--- src/rtl/spi_video_tx_pkg.sv ---
// Shared SPI video link definitions: FSM state encoding and default link geometry.
// Also used by the receiver side, so the defaults live here rather than in either block.
package spi_video_pkg;
    localparam int SPI_WORD_W  = 8;
    localparam int SPI_CLK_DIV = 4;

    typedef enum logic {
        IDLE  = 1'b0,
        SHIFT = 1'b1
    } spi_tx_state_e;
endpackage

--- src/rtl/spi_video_tx_if.sv ---
// Word stream into the SPI transmitter: valid/ready handshake, a word moves when valid && ready.
// Master is the frame source, slave is spi_video_tx.
interface spi_video_tx_if
    import spi_video_pkg::*;
#(
    parameter int WORD_W = SPI_WORD_W
);
    logic [WORD_W-1:0] word_data;
    logic              word_valid;
    logic              word_ready;

    modport master (output word_data, output word_valid, input word_ready);
    modport slave  (input word_data, input word_valid, output word_ready);
endinterface

--- src/rtl/spi_video_tx_clk_div.sv ---
// spi_tx_clk_div: SPI_clk generator, toggles every CLK_DIV enabled cycles; ticks flag the cycle before a toggle.
// Latency: one cycle from tick to SPI_clk edge; i_clear (or !i_en) forces counter and SPI_clk to 0 next cycle.
module spi_tx_clk_div
    import spi_video_pkg::*;
#(
    parameter int CLK_DIV = SPI_CLK_DIV
) (
    input  logic i_clk,
    input  logic i_rst,
    input  logic i_en,
    input  logic i_clear,
    output logic o_sclk,
    output logic o_rise_tick,
    output logic o_fall_tick
);
    localparam int CW = (CLK_DIV > 1) ? $clog2(CLK_DIV) : 1;

    logic [CW-1:0] r_cnt;
    logic          r_sclk;
    logic          w_term;

    assign w_term      = i_en && (r_cnt == CW'(CLK_DIV - 1));
    assign o_rise_tick = w_term && !r_sclk;
    assign o_fall_tick = w_term && r_sclk;
    assign o_sclk      = r_sclk;

    always_ff @(posedge i_clk or posedge i_rst) begin
        if (i_rst) begin
            r_cnt  <= '0;
            r_sclk <= 1'b0;
        end else if (i_clear || !i_en) begin
            r_cnt  <= '0;
            r_sclk <= 1'b0;
        end else if (w_term) begin
            r_cnt  <= '0;
            r_sclk <= ~r_sclk;
        end else begin
            r_cnt  <= r_cnt + 1'b1;
        end
    end
endmodule

--- src/rtl/spi_video_tx.sv ---
// spi_video_tx: word stream -> mode-0 SPI (MSB first) gated by synchronized chip_select; SPI_TX_PARITY_EN appends odd parity.
// First SPI_clk rise CLK_DIV cycles after accept; word_ready is held low while shifting except on the final falling tick.
module spi_video_tx
    import spi_video_pkg::*;
#(
    parameter int WORD_W  = SPI_WORD_W,
    parameter int CLK_DIV = SPI_CLK_DIV
) (
    input  logic                  i_CLK_40,
    input  logic                  i_reset,
    input  logic                  i_chip_select,
    spi_video_tx_if.slave         io_word,
    output logic                  o_SPI_clk,
    output logic                  o_MISO,
    output logic                  o_busy,
    output logic                  o_aborted
);
`ifdef SPI_TX_PARITY_EN
    localparam int FRAME_W = WORD_W + 1;
`else
    localparam int FRAME_W = WORD_W;
`endif
    localparam int CNT_W = $clog2(FRAME_W);

    logic               r_cs_meta;
    logic               r_cs_sync;
    logic               w_cs_act;
    spi_tx_state_e      r_state;
    spi_tx_state_e      w_state_nxt;
    logic [FRAME_W-1:0] r_shift;
    logic [FRAME_W-1:0] w_load;
    logic [CNT_W-1:0]   r_bit_cnt;
    logic               r_aborted;
    logic               w_accept;
    logic               w_abort;
    logic               w_ready;
    logic               w_final;
    logic               w_fall;
    logic               w_rise_unused;

`ifdef SPI_TX_PARITY_EN
    assign w_load = {io_word.word_data, ~^io_word.word_data};
`else
    assign w_load = io_word.word_data;
`endif

    // Both flops reset to the inactive level so nothing starts until the receiver selects us.
    always_ff @(posedge i_CLK_40 or posedge i_reset) begin
        if (i_reset) begin
            r_cs_meta <= 1'b1;
            r_cs_sync <= 1'b1;
        end else begin
            r_cs_meta <= i_chip_select;
            r_cs_sync <= r_cs_meta;
        end
    end
    assign w_cs_act = !r_cs_sync;

    spi_tx_clk_div #(
        .CLK_DIV (CLK_DIV)
    ) u_clk_div (
        .i_clk       (i_CLK_40),
        .i_rst       (i_reset),
        .i_en        (r_state == SHIFT),
        .i_clear     (w_accept || w_abort),
        .o_sclk      (o_SPI_clk),
        .o_rise_tick (w_rise_unused),
        .o_fall_tick (w_fall)
    );

    assign w_final = w_fall && (r_bit_cnt == '0);

    always_ff @(posedge i_CLK_40 or posedge i_reset) begin
        if (i_reset) r_state <= IDLE;
        else         r_state <= w_state_nxt;
    end

    // Abort is checked before the final tick so a deselect on the last edge never accepts.
    always_comb begin
        w_state_nxt = r_state;
        w_ready     = 1'b0;
        w_accept    = 1'b0;
        w_abort     = 1'b0;
        case (r_state)
            IDLE: begin
                w_ready = w_cs_act;
                if (w_cs_act && io_word.word_valid) begin
                    w_accept    = 1'b1;
                    w_state_nxt = SHIFT;
                end
            end
            SHIFT: begin
                if (!w_cs_act) begin
                    w_abort     = 1'b1;
                    w_state_nxt = IDLE;
                end else if (w_final) begin
                    w_ready = 1'b1;
                    if (io_word.word_valid) w_accept    = 1'b1;
                    else                    w_state_nxt = IDLE;
                end
            end
            default: w_state_nxt = IDLE;
        endcase
    end

    assign io_word.word_ready = w_ready;

    always_ff @(posedge i_CLK_40 or posedge i_reset) begin
        if (i_reset) begin
            r_shift   <= '0;
            r_bit_cnt <= '0;
            r_aborted <= 1'b0;
        end else begin
            r_aborted <= w_abort;
            if (w_accept) begin
                r_shift   <= w_load;
                r_bit_cnt <= CNT_W'(FRAME_W - 1);
            end else if (w_abort) begin
                r_shift   <= '0;
                r_bit_cnt <= '0;
            end else if ((r_state == SHIFT) && w_fall) begin
                if (r_bit_cnt != '0) begin
                    r_shift   <= {r_shift[FRAME_W-2:0], 1'b0};
                    r_bit_cnt <= r_bit_cnt - 1'b1;
                end else begin
                    r_shift   <= '0;
                end
            end
        end
    end

    assign o_MISO    = r_shift[FRAME_W-1];
    assign o_busy    = (r_state == SHIFT);
    assign o_aborted = r_aborted;
endmodule

--- src/flat_wrapper.sv ---
// flat-port wrapper written by rule: the top's interface ports become plain ports
module spi_video_tx_flat import spi_video_pkg::*;
#(
    parameter int WORD_W  = SPI_WORD_W,
    parameter int CLK_DIV = SPI_CLK_DIV
)
  (i_CLK_40, i_reset, i_chip_select, o_SPI_clk, o_MISO, o_busy, o_aborted, io_word_word_data, io_word_word_valid, io_word_word_ready);
  spi_video_tx_if #(.WORD_W(WORD_W)) io_word_i ();
  input  logic i_CLK_40;
  input  logic i_reset;
  input  logic i_chip_select;
  output logic o_SPI_clk;
  output logic o_MISO;
  output logic o_busy;
  output logic o_aborted;
  input wire logic [$bits(io_word_i.word_data)-1:0] io_word_word_data;
  input wire logic [$bits(io_word_i.word_valid)-1:0] io_word_word_valid;
  output wire logic [$bits(io_word_i.word_ready)-1:0] io_word_word_ready;
  assign io_word_i.word_data = io_word_word_data;
  assign io_word_i.word_valid = io_word_word_valid;
  assign io_word_word_ready = io_word_i.word_ready;
  spi_video_tx #(.WORD_W(WORD_W), .CLK_DIV(CLK_DIV)) u_core (.i_CLK_40(i_CLK_40), .i_reset(i_reset), .i_chip_select(i_chip_select), .io_word(io_word_i), .o_SPI_clk(o_SPI_clk), .o_MISO(o_MISO), .o_busy(o_busy), .o_aborted(o_aborted));
endmodule
--- config.mk ---
export PLATFORM = sky130hd
export DESIGN_NAME = spi_video_tx_flat
export DESIGN_NICKNAME = d
export VERILOG_FILES = /design/src/rtl/spi_video_tx_pkg.sv /design/src/rtl/spi_video_tx_if.sv /design/src/rtl/spi_video_tx_clk_div.sv /design/src/rtl/spi_video_tx.sv /design/src/flat_wrapper.sv
export SDC_FILE = /design/constraint.sdc
export NUM_CORES = 1
export LEC_CHECK = 0
export CORE_MARGIN = 10
export CORE_UTILIZATION = 50
export CTS_BUF_LIST = sky130_fd_sc_hd__clkbuf_16
export DETAILED_ROUTE_END_ITERATION = 12
export PLACE_DENSITY = 0.77
export SYNTH_ARGS = -nofsm -noshare
export SYNTH_HDL_FRONTEND = slang
export SYNTH_SLANG_ARGS = --single-unit
export TNS_END_PERCENT = 1
--- constraint.sdc ---
create_clock -name i_CLK_40 -period 2.2 [get_ports i_CLK_40]
set_input_delay 0.33 -clock i_CLK_40 [delete_from_list [all_inputs] [get_ports i_CLK_40]]
set_output_delay 0.33 -clock i_CLK_40 [all_outputs]
set_load 0.02 [all_outputs]
**M1 wires**

Drawn at 8 px/µm. Supply wires on this layer in gray. Cells faint in the background.
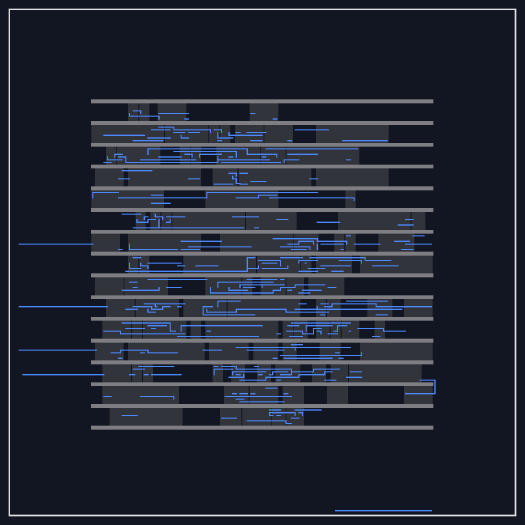
wire length on this layer	808 µm
longest straight run	15.2 µm
nets with wire on the layer	105
share of all routed wire	40%
main direction	horizontal

==> summary.txt <==
Results of the implementation run.

Ranking logic cells in the layout by count gives the top entries 17 x sky130_fd_sc_hd__nor2_1, 16 x sky130_fd_sc_hd__dfrtp_1, 15 x sky130_fd_sc_hd__clkdlybuf4s50_1. The total area inside the core boundary comes to roughly 1700 µm². TritonCTS built the clock tree. The tree is rooted in a sky130_fd_sc_hd__clkbuf_16. The required time reported for the critical path endpoint is about 1.9 ns. Summed over all failing endpoints, the final setup total negative slack is 0 ns. The count of state elements after synthesis came out at 18. The total power density per cell area is 831 nW/µm². The first global-routing pass estimated 3310 µm of wire.

The number of maximum-capacitance constraint violations is 0. The total iterations of the first detailed-routing run is 4. The number of warnings reported in the stage logs is 26.

The cell area that synthesis handed to floorplanning was 928 µm². By instance count, the leading cell after synthesis is sky130_fd_sc_hd__nor2_1. The post-synthesis instance total is around 82. The startpoint identified for the worst hold timing path is u_core.r_cs_meta$_DFF_PP1_. The static leakage came out at 0.516 nW. The non-clock buffer share of cell area is roughly 15%. Per the post-synthesis report, the nets total 97.

The count of cell types in the netlist came out at 27. Entering global routing, the biggest net connects 19 pins. The depth of the most critical reg-to-reg path is 9. Setup repair after global routing left no endpoint under its margin.

The share of the clock period used by the worst path after layout is between 90% and 100%. Counting along the longest clock path gives a buffer depth of 2. The floorplan core density came out at between 50% and 60%. The most used logic cell in the final layout is sky130_fd_sc_hd__nor2_1. The count of pins on the block boundary is 17. The routed length on met2 came out at 1020 µm. The number of sinks on the clock net came out at 18. The startpoint identified for the worst register-to-register timing path is u_core.r_bit_cnt[0]$_DFFE_PP0P_.

The cell depth of the worst hold path is 0. The combinational gate area came out at between 400 and 500 µm². The fraction of registers with async set or reset after synthesis came out at 100%. For this run, the leading register cell type out of synthesis is sky130_fd_sc_hd__dfrtp_1. Once iteration 0 of detailed routing completed, the report listed 26 DRC markers.

The fraction of power consumed by combinational cells is 20.2%. For the pin with the worst max-slew slack, the measured transition is 0.661 ns. The worst-case setup margin in the final layout came out at roughly 0.12 ns. The fraction of area in registers came out at 38.4%. The flip-flop and latch area is 453 µm². The DRC violations left came out at 0. The number of nets at the end of the flow is 117. The number of buffer cells added on primary ports is 16. The setup check on the worst reg-to-reg path leaves a slack of 0.32 ns. The number of H-tree levels is 1. The post-synthesis sequential area ratio is between 40% and 50%. For the final database, setup skew stands at approximately 0.00076 ns. Per STA, the worst path accumulates the most delay in the family buffers and inverters.

The setup slack after placement came out at 0.112 ns. The flow ran to the end, and the final reports show no timing, DRC or antenna violations. The final layout report lists a filler cell count of 137. The peak fanout along the critical path is 6. For this run, the detailed router reports a per-instance via density of roughly 5.6. Setup violations remaining at the end of the flow were counted as 0. The non-clock inverters instantiated in the layout total 6. The met1 demand-to-capacity share in global routing came out at 11.4%. The commonest cells after synthesis are 17 x sky130_fd_sc_hd__nor2_1, 16 x sky130_fd_sc_hd__dfrtp_1, 7 x sky130_fd_sc_hd__a221oi_2. The internal power came out at 0.718 mW. The delay contributed by the slowest stage of the critical path came out at roughly 0.39 ns. The worst path buffer plus inverter count came out at 2. The share of cells above drive strength 1 is 20.8%.

The cell total in the yosys stat output came out at 82. The capture instance of the worst register-to-register path is u_core.r_shift[1]$_DFFE_PP0P_. In the final routed layout, each cell accounts on average for 15.9 µm. The final design was reported to hold multi-input combinational gates totalling 55. The slowest cell on the critical path is sky130_fd_sc_hd__dfrtp_1. The global-route total usage across every layer is 10.5%. The hold-fix buffer count after cts came out at 0. The number of post-CTS setup repair buffers is 0. The classification of the worst setup path is reg2out. The number of global-route vias before repair came out at 686.

The highest-power group is registers. The clock network accounts for 36.9% of the total power. The combinational fraction of the cell area came out at 35.6%. STA classifies the critical path startpoint as a flop. The relative max-transition margin is between 50% and 60%. The signal on the critical path passes through inv_1 -> ha_1 -> ha_1 -> nand3_1 -> a21oi_1 -> dlygate4sd2_1. Per the synthesis report, the single largest cell type by area occupies around 43% of cell area. The highest attainable clock frequency is between 0.4 and 0.5 GHz.

The sequential-cell power consumption is 0.420 mW. The total count of max-transition violations in the final report is 0. The worst setup path is captured at an output pin. The number of nets still failing antenna checks after routing is 0. On the critical path the data arrives at ~1.8 ns. Counting endpoints that fail hold in the final report gives 0.

Looking at the VDD voltage map, the peak drop is 0.720 mV.
**Metal 2**

Drawn at 8 px/µm.
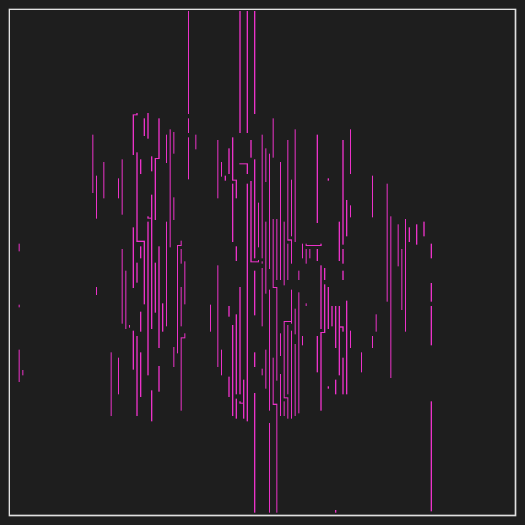
longest straight run	29.6 µm
main direction	vertical
total via count after detailed routing: 701
GR Layer Usage met2: 17.6%
total length of routed wires: 2010 µm

worst max path at each step:
| stage | cells after the start | start | endpoint |
|---|---|---|---|
| 6_report | 6 | u_core.r_bit_cnt[0]$_DFFE_PP0P_ | io_word_word_ready |
| 5_1_grt | 6 | u_core.r_bit_cnt[0]$_DFFE_PP0P_ | io_word_word_ready |
| 4_1_cts | 6 | u_core.r_bit_cnt[0]$_DFFE_PP0P_ | io_word_word_ready |
| 3_5_place_dp | 6 | u_core.r_bit_cnt[0]$_DFFE_PP0P_ | io_word_word_ready |
| 3_3_place_gp | 6 | u_core.r_bit_cnt[0]$_DFFE_PP0P_ | io_word_word_ready |
| 2_1_floorplan | 5 | u_core.r_bit_cnt[0]$_DFFE_PP0P_ | io_word_word_ready |
stage by stage:
step,util [%],hold slack (ns),instances,instance area (µm²)
2_1_floorplan,-,0.267,82,928
3_3_place_gp,63.1,0.346,122,1100
3_5_place_dp,63.1,0.351,122,1100
4_1_cts,67.5,0.359,126,1180
5_1_grt,67.5,0.360,126,1180
6_report,67.5,0.358,126,1180
kinds of logic (layout without fill, tap and decap cells):
| kind of cell | Yosys count | count (layout) | synth area share, % |
|---|---|---|---|
| flops | 18 | 18 | 48.8 |
| xor+xnor | 1 | 1 | 0.944 |
| simple gates | 28 | 28 | 14.4 |
| buf+inv | 9 | 28 | 6.06 |
| fa+ha+maj | 3 | 3 | 4.04 |
| compound gates | 23 | 23 | 25.7 |
sequential cells by signal, indices dropped and copies added, names as in the netlist:
| register | flops |
|---|---|
| u_core.r_shift | 8 |
| u_core.o_busy | 1 |
| u_core.u_clk_div.r_cnt | 2 |
| u_core.r_bit_cnt | 3 |
| u_core.u_clk_div.o_sclk | 1 |
| u_core.r_cs_meta | 1 |
| u_core.o_aborted | 1 |
| u_core.r_cs_sync | 1 |
Power is estimated from default activity; no workload was simulated.
